--- src/rtl/spi_target.sv ---
// spi_target: SPI mode-0 responder with four 8-bit registers, sampled in the clk domain.
// Rev 1.0
`default_nettype none

module spi_target #(
  parameter logic [31:0] REG_INIT = 32'h0000_0000
) (
  input  logic        clk,
  input  logic        reset,
  input  logic        SCK,
  input  logic        CSX,
  input  logic        SDI,
  input  logic [7:0]  status,
  output logic        SDO,
  output logic [31:0] regs,
  output logic        done,
  output logic        busy
);

  typedef enum logic [1:0] {
    S_IDLE = 2'd0,
    S_CMD  = 2'd1,
    S_DATA = 2'd2,
    S_FULL = 2'd3
  } state_t;

  logic [2:0]  r_sck_s;
  logic [2:0]  r_csx_s;
  logic [1:0]  r_sdi_s;
  state_t      r_state;
  logic [4:0]  r_cnt;
  logic [6:0]  r_sin;
  logic [7:0]  r_sout;
  logic        r_sdo;
  logic        r_wr;
  logic [1:0]  r_addr;
  logic [7:0]  r_data;
  logic [31:0] r_regs;
  logic        r_done;

  logic        w_sck_rise;
  logic        w_sck_fall;
  logic        w_csx_rise;
  logic        w_csx_fall;
  logic [7:0]  w_byte;

  // Reset to 0 so a CSX already low at reset release never looks like a frame start.
  always_ff @(posedge clk or posedge reset) begin
    if (reset) begin
      r_sck_s <= 3'b000;
      r_csx_s <= 3'b000;
      r_sdi_s <= 2'b00;
    end else begin
      r_sck_s <= {r_sck_s[1:0], SCK};
      r_csx_s <= {r_csx_s[1:0], CSX};
      r_sdi_s <= {r_sdi_s[0], SDI};
    end
  end

  assign w_sck_rise = r_sck_s[1] & ~r_sck_s[2];
  assign w_sck_fall = ~r_sck_s[1] & r_sck_s[2];
  assign w_csx_rise = r_csx_s[1] & ~r_csx_s[2];
  assign w_csx_fall = ~r_csx_s[1] & r_csx_s[2];
  assign w_byte     = {r_sin, r_sdi_s[1]};

  always_ff @(posedge clk or posedge reset) begin
    if (reset) begin
      r_state <= S_IDLE;
      r_cnt   <= 5'd0;
      r_sin   <= 7'd0;
      r_sout  <= 8'd0;
      r_sdo   <= 1'b0;
      r_wr    <= 1'b0;
      r_addr  <= 2'd0;
      r_data  <= 8'd0;
      r_regs  <= REG_INIT;
      r_done  <= 1'b0;
    end else begin
      r_done <= 1'b0;
      case (r_state)
        S_IDLE: begin
          r_sdo <= 1'b0;
          r_cnt <= 5'd0;
          if (w_csx_fall) begin
            r_sout  <= {status[6:0], 1'b0};
            r_sdo   <= status[7];
            r_state <= S_CMD;
          end
        end
        S_CMD, S_DATA: begin
          // CSX edges win over a coincident SCK edge.
          if (w_csx_rise) begin
            r_sdo   <= 1'b0;
            r_state <= S_IDLE;
          end else if (w_sck_rise) begin
            r_sin <= w_byte[6:0];
            r_cnt <= r_cnt + 5'd1;
            if (r_cnt == 5'd7) begin
              r_wr    <= w_byte[7];
              r_addr  <= w_byte[1:0];
              r_sout  <= r_regs[{w_byte[1:0], 3'b000} +: 8];
              r_state <= S_DATA;
            end else if (r_cnt == 5'd15) begin
              r_data  <= w_byte;
              r_sdo   <= 1'b0;
              r_state <= S_FULL;
            end
          end else if (w_sck_fall) begin
            r_sdo  <= r_sout[7];
            r_sout <= {r_sout[6:0], 1'b0};
          end
        end
        S_FULL: begin
          r_sdo <= 1'b0;
          if (w_csx_rise) begin
            if (r_wr) begin
              r_regs[{r_addr, 3'b000} +: 8] <= r_data;
            end
            r_done  <= 1'b1;
            r_state <= S_IDLE;
          end
        end
        default: r_state <= S_IDLE;
      endcase
    end
  end

  assign SDO  = r_sdo;
  assign regs = r_regs;
  assign done = r_done;
  assign busy = (r_state != S_IDLE);

endmodule

`default_nettype wire
--- config.mk ---
export PLATFORM = sky130hd
export DESIGN_NAME = spi_target
export DESIGN_NICKNAME = d
export VERILOG_FILES = /design/src/rtl/spi_target.sv
export SDC_FILE = /design/constraint.sdc
export NUM_CORES = 1
export LEC_CHECK = 0
export ABC_CLOCK_PERIOD_IN_PS = 2100
export CAP_MARGIN = 20
export CORE_ASPECT_RATIO = 0.5
export CORE_MARGIN = 2
export CORE_UTILIZATION = 38
export DETAILED_ROUTE_END_ITERATION = 10
export HOLD_SLACK_MARGIN = 0.1
export SLEW_MARGIN = 40
export SYNTH_ARGS = -nofsm -noshare
export SYNTH_HDL_FRONTEND = slang
export SYNTH_SLANG_ARGS = --single-unit
--- constraint.sdc ---
create_clock -name clk -period 2.1 [get_ports clk]
set_input_delay 0.21 -clock clk [delete_from_list [all_inputs] [get_ports clk]]
set_output_delay 0.21 -clock clk [all_outputs]
set_load 0.05 [all_outputs]
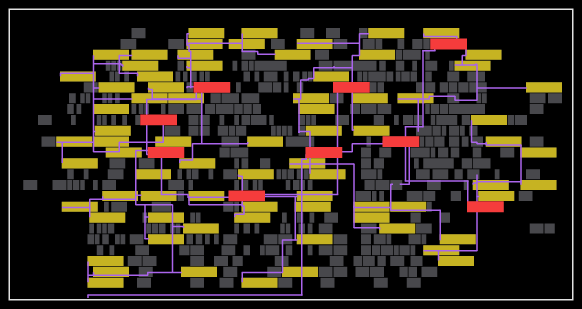
Figure 1: run 1, routed clock nets over the placement.
Yellow marks flip-flops, count 75. Red marks clock drivers, count 9. Purple marks clock wires, length 1,030 um.
Position of the flops: spread over the die.
worst clock skew: 7.813 ps
Latency at later pin: 340 ps
clock network power: 1.60 mW

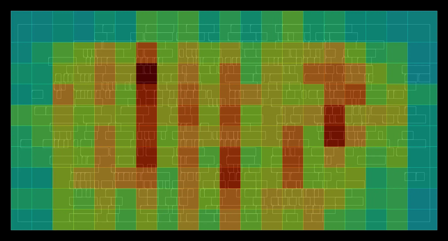
Figure 2: run 1, track usage over the die.
Final Util: 52.06%
met2 Track Usage GR: 30.41%
met3 Use GR: 4.884%
grt met1 use: 24.97%
gr busiest metal: met2

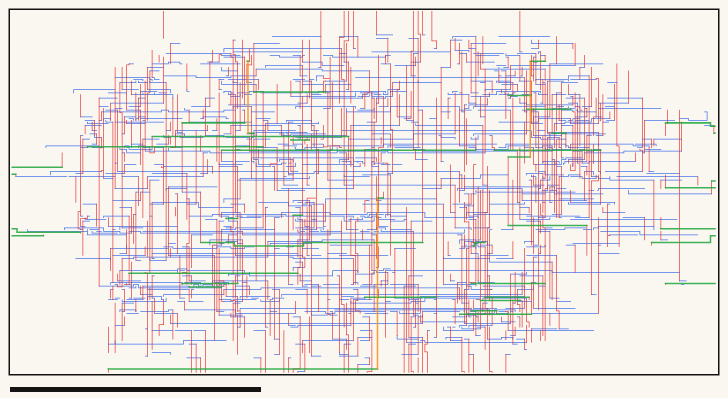
Figure 3: run 1, metal layers overlaid.
The bar under the picture is 50 um long.
Green marks metal 3, wire length 527 um. Orange marks metal 4, wire length 67.3 um. Blue marks metal 1, wire length 4,330 um. Red marks metal 2, wire length 4,250 um.
gr usage total: 18.74%
final WL: 9165 um

==> results.json, run 1 <==
{
  "status": "completed",
  "netlist.top_cell.by_instances": "nand2_1",
  "power.density_nw_per_um2": 959.0,
  "grt_max_degree": 28,
  "largest_reg_flops": 32,
  "post_cts_buffers": 0,
  "max_freq_mhz": 501.8,
  "reg2reg_slack_ps": 110,
  "p_sw_share_pct": 30.33,
  "grt_pass1_wl_um": 14170,
  "async_reset_ff_share_pct": 100.0,
  "grt_overflow_total": 0,
  "cp_num_buf_inv": 1,
  "slowest_stage": "a2111o_1",
  "final_nets": 442,
  "tns_ps": 0,
  "synthAoiAreaFrac_pct": 11.04,
  "yosysWarnings": 0,
  "vdd_drop_max_mv": 0.4294,
  "slowest_delay_ps": 440,
  "ys_sh_adder_pct": 3.866
}
==> run 1: per-layer routing <==
metal	track usage [%]	part of all wire, %	wire [um]
met3	4.884	5.8	527
met4	6.111	0.73	67
met2	30.41	46	4244
met5	0	0	0
met1	24.97	47	4326
==> run 1: cells in the final DEF, fill, tap and decap left out, types with 4 or more instances in the layout <==
cell type and instances:
buf_4 20, clkbuf_16 9, clkdlybuf4s50_1 46, dfrtp_1 75
ha_1 10, inv_1 12, mux2_2 18, mux2i_1 15
nand2_1 98, nand2b_1 7, nand3_1 5, nand4_1 5
nor2_1 4, o21ai_0 35, o21bai_1 6, o221ai_1 6
Figure 4. Local utilization (run 1).
The die is cut into 14 by 7 equal tiles; dark blue is low, red is high, 0 to 100% covered.
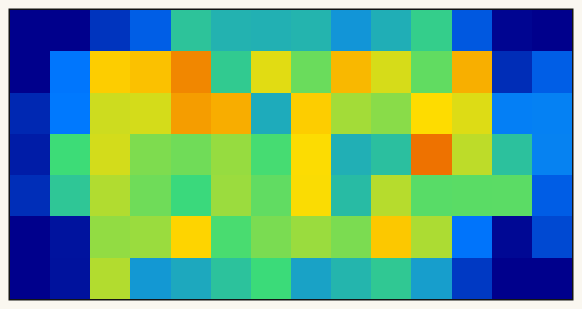

--- run 2 (diff from run 1) ---
- CORE_UTILIZATION: 38 -> 49
- CTS_CLUSTER_SIZE: unset -> 14
- PLACE_DENSITY: unset -> 0.75
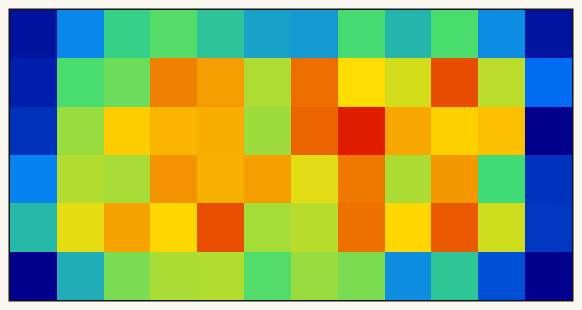
Figure 5: run 2, local utilization.
The die is cut into 12 by 6 equal tiles; dark blue is low, red is high, 0 to 100% covered.
32% of the tiles are over 75% full. The densest ninth of the die: middle. 4.2% of the tiles are nearly empty.
fp_density: 51.91%
Core Box Area: 6858 sq um

==> results.json, run 2 <==
{
  "cts_buffers": 9,
  "seqCellArea_sq_um": 1877,
  "most-common-layout-cells": "nand2_1, dfrtp_1, clkdlybuf4s50_1",
  "ant_nets": 0,
  "met2_length_um": 4219,
  "wl_met1_um": 4163,
  "ys_cells": 353,
  "fp_nets": 377,
  "track_usage_pct": 24.66,
  "p_sw_share_pct": 28.61,
  "grt_max_degree": 31,
  "area_growth_pct": 29.84,
  "die_w_um": 124.5,
  "cts_max_level": 3,
  "power.density_nw_per_um2": 991.4,
  "grt_overflow_total": 0,
  "met3_usage_pct": 5.779,
  "final_nets": 442,
  "top_usage_layer": "met2",
  "grt_use_met2_pct": 41.05,
  "met3WireLength_um": 447,
  "netlist.top_cell.by_instances": "nand2_1",
  "gr-usage-met1_pct": 32.36,
  "total_power_mw": 4.582,
  "logic_gates": 252,
  "tns_ps": 0,
  "reg2reg_slack_ps": 120,
  "clk_latency_ps": 340,
  "wl_um": 8952,
  "tightest_slew_ps": 619.8,
  "max_freq_mhz": 505.6,
  "grt_pass1_wl_um": 15240,
  "highest_layer": "met4",
  "status": "completed",
  "async_reset_ff_share_pct": 100.0,
  "yosysWarnings": 0,
  "fin_util_pct": 67.40,
  "routabilityCongestion": 0.9166,
  "die_area_sq_um": 8004,
  "vdd_drop_max_mv": 0.6960,
  "largest_reg_flops": 32,
  "first_global_vias": 2993,
  "pg_comb_mw": 1.08
}
-- run 2: cell counts after synthesis --
No cell type changed its count.
-- run 2: kinds of logic (layout without fill, tap and decap cells) --
group,count (synthesis),in the layout,synth area share (%)
adders and majority gates,11,11,3.866
and+or+nand+nor,145,145,18.63
DFF,75,75,52.72
muxes,34,34,10.54
AOI/OAI and AO/OA,61,61,11.04
xor gates and xnor gates,1,1,0.2461
buffers and inverters,26,96,2.953
-- run 2: critical path, cell delays in order (launching register included) --
cell	delay, ps
dfrtp_1	350
inv_1	100
ha_4	330
nor2_1	50
a2111o_1	400
a22oi_4	260
mux2_2	380
-- run 2: timing repair --
action                                  CTS  global route
hold endpoints to repair                  0             0
setup buffers                             0             0
endpoints found under the setup margin    6            11
resized                                   1             3
pin swaps                                 0             1
hold buffers                              0             0
Figure 6. Metal layers overlaid (run 2).
The bar under the picture is 20 um long.
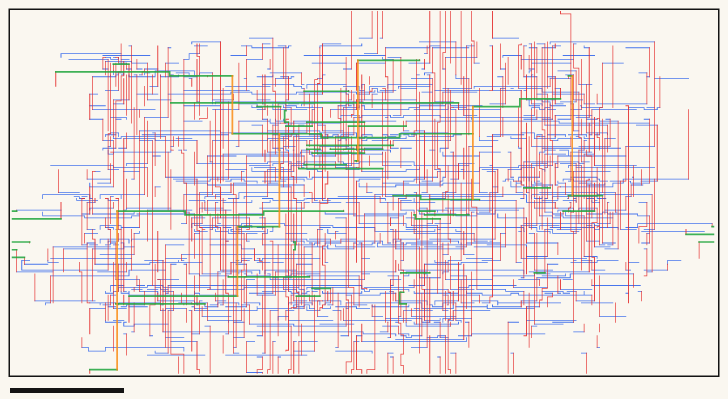

--- run 3 (diff from run 2) ---
- ABC_CLOCK_PERIOD_IN_PS: 2100 -> 1990
- CORE_UTILIZATION: 49 -> 55
- PLACE_DENSITY: 0.75 -> 0.8
- clock period: 2.1 -> 1.99 ns (I/O delays scaled with it)
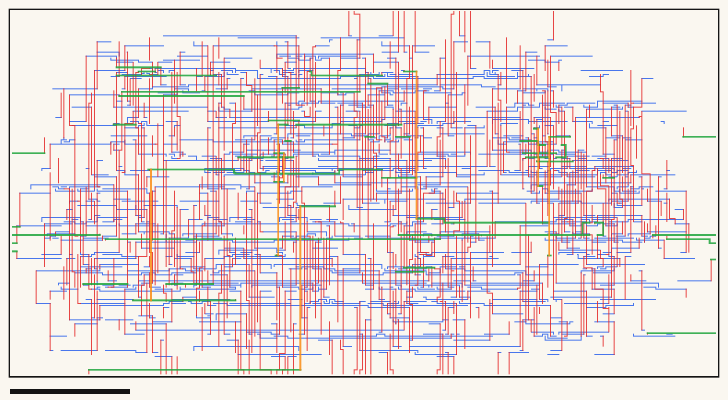
Figure 7: run 3, metal layers overlaid.
The bar under the picture is 20 um long.
Green marks metal 3, wire length 489 um. Blue marks metal 1, wire length 3,970 um. Orange marks metal 4, wire length 129 um. Red marks metal 2, wire length 4,180 um.
gr usage total: 26.99%
vias: 2,871

==> results.json, run 3 <==
{
  "status": "completed",
  "grt_pass1_wl_um": 14460,
  "total_power_mw": 4.507,
  "logic_family": "simple AND/OR/NAND/NOR gates",
  "async_reset_ff_share_pct": 100.0,
  "critPathTopFamily": "simple AND/OR/NAND/NOR gates",
  "final_nets": 449,
  "wl_um": 8766,
  "reg2reg_slack_ps": 70,
  "cp_num_buf_inv": 0,
  "synthAoiAreaFrac_pct": 11.04,
  "seqCellArea_sq_um": 1877,
  "p_sw_share_pct": 30.03,
  "fp_nets": 377,
  "logic_gates": 252,
  "grt_overflow_total": 0,
  "pg_comb_mw": 1.22,
  "vdd_drop_max_mv": 0.6079,
  "met3_usage_pct": 7.519,
  "gr-usage-met1_pct": 35.36,
  "grt_use_met2_pct": 44.27,
  "yosysWarnings": 0,
  "area_growth_pct": 29.21,
  "mux_share_pct": 10.54,
  "slowest_delay_ps": 420,
  "slowest_stage": "or3_1",
  "post_cts_buffers": 0
}
==> run 3: how the worst min path moves through the flow <==
stage                    startpoint                   end  slack (ps)  depth (start not counted)
2_1_floorplan                   CSX  r_csx_s[0]$_DFF_PP0_         230                          0
3_3_place_gp   r_sdi_s[0]$_DFF_PP0_  r_sdi_s[1]$_DFF_PP0_         340                          0
3_5_place_dp   r_sdi_s[0]$_DFF_PP0_  r_sdi_s[1]$_DFF_PP0_         340                          0
4_1_cts                       reset  r_sck_s[2]$_DFF_PP0_         260                          2
5_1_grt                       reset  r_sck_s[0]$_DFF_PP0_         300                          2
6_report                      reset  r_sck_s[1]$_DFF_PP0_         250                          2
==> run 3: repair_timing <==
action	in CTS	in global routing
hold buffers	0	0
pin swaps	1	2
gates resized	4	4
setup endpoints to repair	10	7

==> screenshots <==
Selected gate families.
(a)
The bar under the picture is 20 um long.
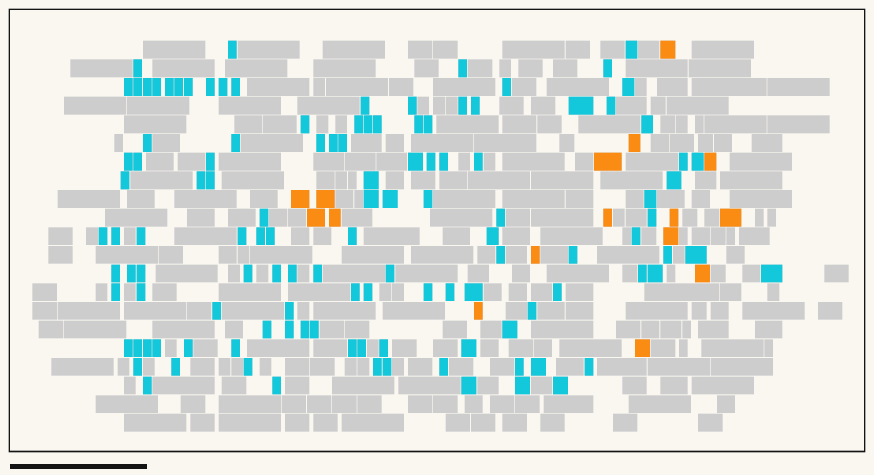
(b)
The bar under the picture is 50 um long.
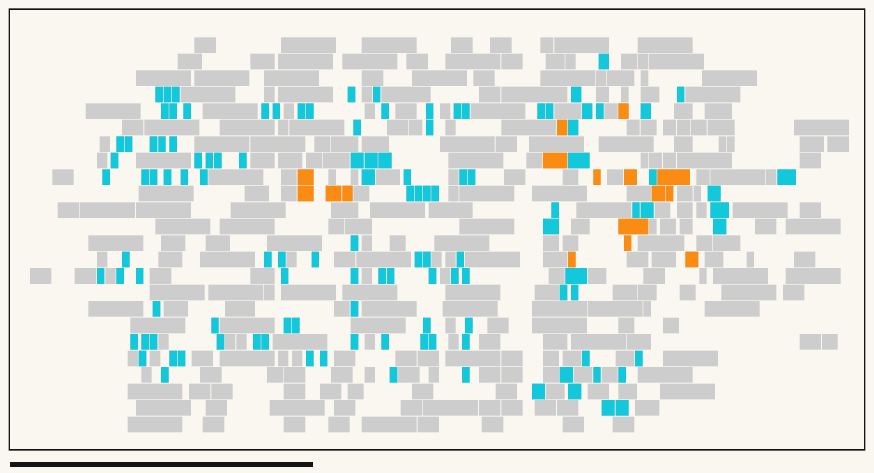
(c)
The bar under the picture is 20 um long.
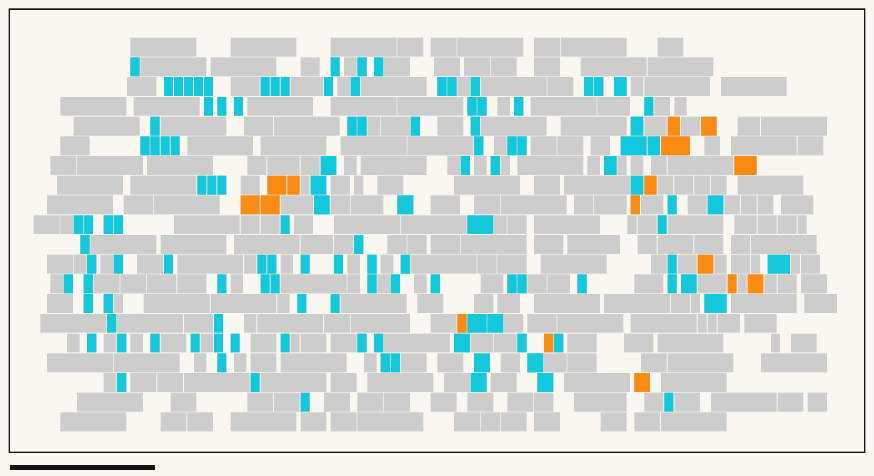
| picture | from |
|---|---|
| (c) | run 3 |
| (b) | run 1 |
| (a) | run 2 |
The one with the largest die is (b).

Power and IR drop assume default switching activity.
